## config.mk

```make
export PLATFORM = sky130hd
export DESIGN_NAME = simple_bist_ctrl
export DESIGN_NICKNAME = d
export VERILOG_FILES = /design/src/rtl/simple_bist_ctrl.sv
export SDC_FILE = /design/constraint.sdc
export NUM_CORES = 1
export LEC_CHECK = 0
export CORE_MARGIN = 2
export CORE_UTILIZATION = 40
export CTS_BUF_LIST = sky130_fd_sc_hd__clkbuf_4 sky130_fd_sc_hd__clkbuf_8 sky130_fd_sc_hd__clkbuf_16
export DETAILED_ROUTE_END_ITERATION = 8
export GPL_TIMING_DRIVEN = 0
export PLACE_DENSITY = 0.68
export SLEW_MARGIN = 30
export SYNTH_ARGS = -nofsm -noshare
export SYNTH_HDL_FRONTEND = slang
export SYNTH_SLANG_ARGS = --single-unit
```

## constraint.sdc

```tcl
create_clock -name iccad_clk -period 2.1 [get_ports iccad_clk]
set_input_delay 0.42 -clock iccad_clk [delete_from_list [all_inputs] [get_ports iccad_clk]]
set_output_delay 0.42 -clock iccad_clk [all_outputs]
set_load 0.03 [all_outputs]
```

## src/rtl/simple_bist_ctrl.sv

```systemverilog
// ---------------------------------------------------------------------------
// simple_bist_ctrl
//
// Built-in self-test controller for the `simple` netlist. A right-shifting
// Galois LFSR produces pseudo-random patterns for the two netlist inputs, and
// a left-shifting MISR compacts the netlist output into a 16-bit signature.
// At the end of a run the signature is compared against GOLDEN_SIG, so that
// original and enhanced netlists can be checked for equivalence in-system.
//
// Sequence per run: IDLE -> FLUSH (2) -> RUN (PATTERN_COUNT) -> DRAIN (1) -> DONE
//
// Ports
//   iccad_clk    in   1   clock, all state on rising edge
//   iccad_rst_n  in   1   asynchronous active-low reset
//   start        in   1   run request, sampled only in IDLE or DONE
//   out_dut      in   1   netlist output `out`
//   inp1, inp2   out  1   netlist inputs (registered)
//   busy         out  1   high in FLUSH, RUN and DRAIN
//   done         out  1   high in DONE
//   pass         out  1   signature matched GOLDEN_SIG (valid while done)
//   signature    out  16  MISR contents
// ---------------------------------------------------------------------------
module simple_bist_ctrl #(
  parameter int unsigned PATTERN_COUNT = 256,
  parameter logic [15:0] LFSR_SEED     = 16'hACE1,
  parameter logic [15:0] LFSR_POLY     = 16'hB400,
  parameter logic [15:0] MISR_POLY     = 16'h1021,
  parameter logic [15:0] GOLDEN_SIG    = 16'h0000
) (
  input  logic        iccad_clk,
  input  logic        iccad_rst_n,
  input  logic        start,
  input  logic        out_dut,
  output logic        inp1,
  output logic        inp2,
  output logic        busy,
  output logic        done,
  output logic        pass,
  output logic [15:0] signature
);

  typedef enum logic [2:0] {
    ST_IDLE,
    ST_FLUSH,
    ST_RUN,
    ST_DRAIN,
    ST_DONE
  } state_t;

  // An all-zero seed would lock the LFSR at zero forever.
  localparam logic [15:0] SEED_EFF = (LFSR_SEED == 16'h0000) ? 16'h0001 : LFSR_SEED;
  localparam logic [15:0] LAST_CNT = 16'(PATTERN_COUNT - 1);

  state_t      r_state;
  logic [15:0] r_lfsr;
  logic [15:0] r_sig;
  logic [15:0] r_cnt;
  logic        r_flush;
  logic        r_inp1;
  logic        r_inp2;
  logic        r_busy;
  logic        r_done;
  logic        r_pass;

  logic [15:0] w_lfsr_step;
  logic [15:0] w_misr_step;

  assign w_lfsr_step = {1'b0, r_lfsr[15:1]} ^ (r_lfsr[0] ? LFSR_POLY : 16'h0000);
  assign w_misr_step = {r_sig[14:0], 1'b0} ^ (r_sig[15] ? MISR_POLY : 16'h0000)
                     ^ {15'b0, out_dut};

  always_ff @(posedge iccad_clk or negedge iccad_rst_n) begin
    if (!iccad_rst_n) begin
      r_state <= ST_IDLE;
      r_lfsr  <= SEED_EFF;
      r_sig   <= 16'h0000;
      r_cnt   <= 16'h0000;
      r_flush <= 1'b0;
      r_inp1  <= 1'b0;
      r_inp2  <= 1'b0;
      r_busy  <= 1'b0;
      r_done  <= 1'b0;
      r_pass  <= 1'b0;
    end else begin
      case (r_state)
        ST_IDLE, ST_DONE: begin
          if (start) begin
            r_state <= ST_FLUSH;
            r_lfsr  <= SEED_EFF;
            r_sig   <= 16'h0000;
            r_cnt   <= 16'h0000;
            r_flush <= 1'b0;
            r_inp1  <= 1'b0;
            r_inp2  <= 1'b0;
            r_busy  <= 1'b1;
            r_done  <= 1'b0;
            r_pass  <= 1'b0;
          end
        end

        // Two cycles of inp1=inp2=0 force the netlist flop to a known 0.
        ST_FLUSH: begin
          r_flush <= 1'b1;
          if (r_flush) begin
            r_state <= ST_RUN;
            // Inputs are registered, so preload the first pattern here.
            r_inp1  <= r_lfsr[0];
            r_inp2  <= r_lfsr[1];
          end
        end

        ST_RUN: begin
          r_lfsr <= w_lfsr_step;
          r_sig  <= w_misr_step;
          r_cnt  <= r_cnt + 16'd1;
          if (r_cnt == LAST_CNT) begin
            r_state <= ST_DRAIN;
            r_inp1  <= 1'b0;
            r_inp2  <= 1'b0;
          end else begin
            r_inp1  <= w_lfsr_step[0];
            r_inp2  <= w_lfsr_step[1];
          end
        end

        // The netlist has one flop of latency: this sample is the response
        // to the last RUN pattern.
        ST_DRAIN: begin
          r_sig   <= w_misr_step;
          r_state <= ST_DONE;
          r_busy  <= 1'b0;
          r_done  <= 1'b1;
          r_pass  <= (w_misr_step == GOLDEN_SIG);
        end

        default: begin
          r_state <= ST_IDLE;
          r_busy  <= 1'b0;
          r_done  <= 1'b0;
          r_pass  <= 1'b0;
        end
      endcase
    end
  end

  assign inp1      = r_inp1;
  assign inp2      = r_inp2;
  assign busy      = r_busy;
  assign done      = r_done;
  assign pass      = r_pass;
  assign signature = r_sig;

endmodule

```

**Run 1: pin map**

Drawn at 6 px/um. Pins as bars across the die edge, other pins in gray.
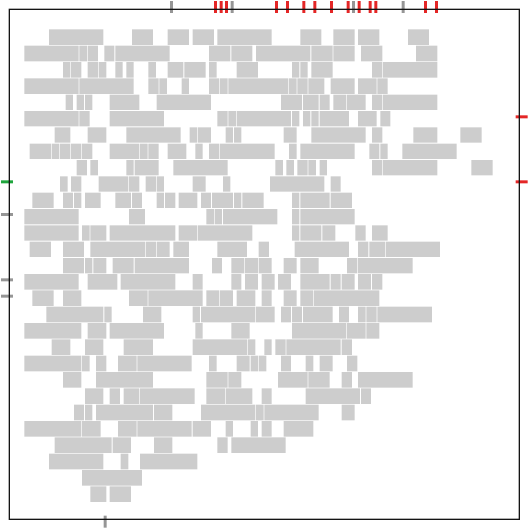
[done] green | pins: 1 | direction: output | edge: left
[signature] red | pins: 16 | direction: output | edge: 14 top, 2 right
all pins by edge: 18 top, 4 left, 2 right, 1 bottom
Die Y: 84.8 um
IO Port Bufs: 24
die width: 84.8 um

**Run 1: close-up of the layout**

Window x 30 to 55, y 13 to 38 um. Cells in gray, sequential cells in the stronger gray; small squares are vias.
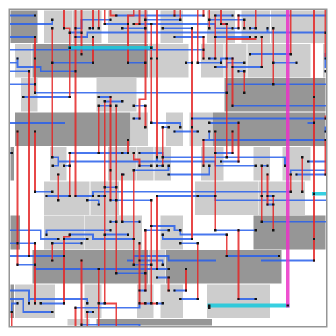
[met4] magenta
[met1] blue
[met3] cyan
[met2] red
cells with their middle in the window: 43
sequential cells in the window: 7
most frequent: dfrtp_1 (7), o21ai_1 (6), nand2_1 (5)
netlist names of flops here include: r_cnt (7)

**Run 1: gate-type map**

Drawn at 3 px/um.
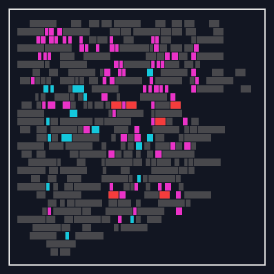
[multiplexers] red | cells: 6
[NOR gates] cyan | cells: 16
[NAND gates] magenta | cells: 74
most used logic cell in the final layout: dfrtp_1
combinational share of cell area: 33.4%
fin cells: 375

## run 1: metal layers
layer  track usage [%]  part of all wire [%]  wire length, um
met5                 0                     0                0
met4              7.07                   2.0              107
met3              3.44                   3.8              203
met2              22.6                    44             2350
met1              24.1                    50             2650
## run 1: area by class of cell
| class | instances | area (um2) | area share, % |
|---|---|---|---|
| buffer | 19 | 86.3 | 2.68 |
| clock inverter | 2 | 60.1 | 1.86 |
| tap | 77 | 96.3 | 2.99 |
| clock buffer | 14 | 180 | 5.59 |
| inverter | 3 | 11.3 | 0.350 |
| timing repair buffer | 26 | 275 | 8.55 |
| sequential | 57 | 1440 | 44.6 |
| multi-input combinational | 177 | 1070 | 33.4 |
==> ci_impl_report.md, run 1 <==
### Metrics collected by this job

| Metric | Value |
|---|---|
| Critical R2R Launch | `r_cnt[0]` |
| CP Depth | `1` |
| Pint | `2.44 mW` |
| I/O pin count | `25` |
| Sequential power | `1.45 mW` |
| Dpl ws | `-0.112 ns` |
| Diode count | `0` |
| Initial antenna violation count | `0` |
| # resized after CTS | `0` |
| Cell Rows | `29` |
| Core area | `6310 um2` |
| Hold Vio Cnt, Final | `0` |
| Largest power group | `registers` |
| Max-cap violation count | `0` |
| Switching share of total power | `31.7%` |
| Wirelength per Cell | `14.2 um` |
| Clock network fraction of design power | `33.9%` |
| Overflow after GRT | `0` |
| Combinational Power Share | `25.6%` |
| Critical path's slowest cell | `clkdlybuf4s50_1` |
| Clk. pwr | `1.21 mW` |
| H-tree Lvls | `3` |
| CTS Buffer Depth | `2` |
| CP delay by family, top | `buffers and inverters` |
| Critical-path cell list | `clkdlybuf4s50_1` |
| Post-Layout Inst Area | `3220 um2` |
| Worst hold slack | `0.482 ns` |
| Yosys adder share | `0.480%` |
| Status | `complete, no violations` |
| Yosys cell count | `256` |
| Synth top cell by count | `dfrtp_1` |
| Cell Type Count | `43` |
| Routability cong. | `0.761` |
| Top-area cell share | `47.0%` |
**Run 1: where the registers sit**

Drawn at 3 px/um. Other sequential cells in the stronger gray, the rest of the logic in the fainter gray.
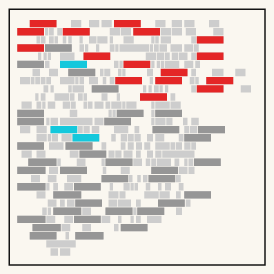

==> run 1 -> run 2 <==
--- a/config.mk
+++ b/config.mk
@@ -6,11 +6,12 @@
 export NUM_CORES = 1
 export LEC_CHECK = 0
 export CORE_MARGIN = 2
-export CORE_UTILIZATION = 40
+export CORE_UTILIZATION = 51
 export CTS_BUF_LIST = sky130_fd_sc_hd__clkbuf_4 sky130_fd_sc_hd__clkbuf_8 sky130_fd_sc_hd__clkbuf_16
+export CTS_CLUSTER_SIZE = 30
 export DETAILED_ROUTE_END_ITERATION = 8
 export GPL_TIMING_DRIVEN = 0
-export PLACE_DENSITY = 0.68
+export PLACE_DENSITY = 0.84
 export SLEW_MARGIN = 30
 export SYNTH_ARGS = -nofsm -noshare
 export SYNTH_HDL_FRONTEND = slang
==> constraint.sdc (replaced) <==
create_clock -name iccad_clk -period 1.6 [get_ports iccad_clk]
set_input_delay 0.32 -clock iccad_clk [delete_from_list [all_inputs] [get_ports iccad_clk]]
set_output_delay 0.32 -clock iccad_clk [all_outputs]
set_load 0.03 [all_outputs]
**Run 2: where the registers sit**

Drawn at 4 px/um. Other sequential cells in the stronger gray, the rest of the logic in the fainter gray.
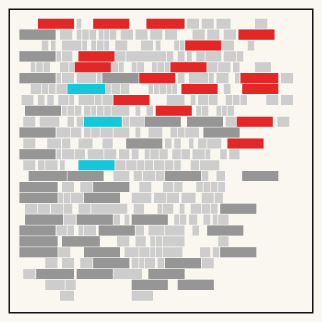
[signature] red | placed flops: 16
[r_state] cyan | placed flops: 3

==> ci_impl_report.md, run 2 <==
### Metrics collected by this job

| Metric | Value |
|---|---|
| Flop count | `57 (unchanged)` |
| Setup ws final | `-0.0461 ns` |
| Clock Buffer Count | `12 (-2)` |
| Final non-clock buffer share | `14.6% (+3.4 points)` |
| Top-area cell share | `47.0% (unchanged)` |
| Most used logic cell in the final layout | `dfrtp_1` |
| Clock-cell share | `5.03% (-2.4 points)` |
| H-tree Lvls | `3 (unchanged)` |
| Cell Rows | `26 (-10%)` |
| Sequential cell area share | `43.6% (-1.0 points)` |
| Non-clk bufs | `59 (+31%)` |
| Initial antenna violation count | `0 (unchanged)` |
| Failing checks | `negative setup slack` |
| Worst hold slack | `0.393 ns (-0.0896 ns)` |
| Yosys adder share | `0.480% (unchanged)` |
| Yosys cell count | `256 (unchanged)` |
| CTS Buffer Depth | `2 (unchanged)` |
| Diode count | `0 (unchanged)` |
| Number of logic gates | `177 (unchanged)` |
| Synth top cell by count | `dfrtp_1` |
| Overflow after GRT | `0 (unchanged)` |
| # resized after CTS | `33 (+33)` |
| Top class by area | `registers` |
| CP delay by family, top | `simple AND/OR/NAND/NOR gates` |
| Critical R2R Launch | `r_state[1]` |
| Core area | `5010 um2 (-21%)` |
| Combinational share of cell area | `33.8% (+0.40 points)` |
| Status | `complete, but fails checks` |
| Setup violators final | `9` |
[run 2: cell counts after synthesis]
No cell type changed its count.
[run 2: through the flow]
step	power, mW	cells	area [um2]	setup WS [ns]
finish	4.11	382	3310	-0.0461
detailed placement	3.13	351	2960	-0.527
global route	4.32	382	3310	-0.116
CTS	4.13	375	3190	-0.00374
floorplan	2.57	256	2610	0.0257
global placement	3.09	350	2940	-1.68
[run 2: metal layers]
metal  GRT usage (%)  part of all wire (%)  vias to the layer above
li1                -                     -                     1033
met1            29.8                    47                     1096
met2            30.7                    48                       40
met3            5.95                   3.6                       12
met4            8.97                   1.8                        0
met5               0                     0                        -
[run 2: power by group]
group	total, mW	internal, mW	switching, mW
sequential	1.90	1.66	0.241
combinational	1.05	0.361	0.685
clock	1.17	0.602	0.565
Power figures rest on the tool's default switching activity, not on a simulated workload.
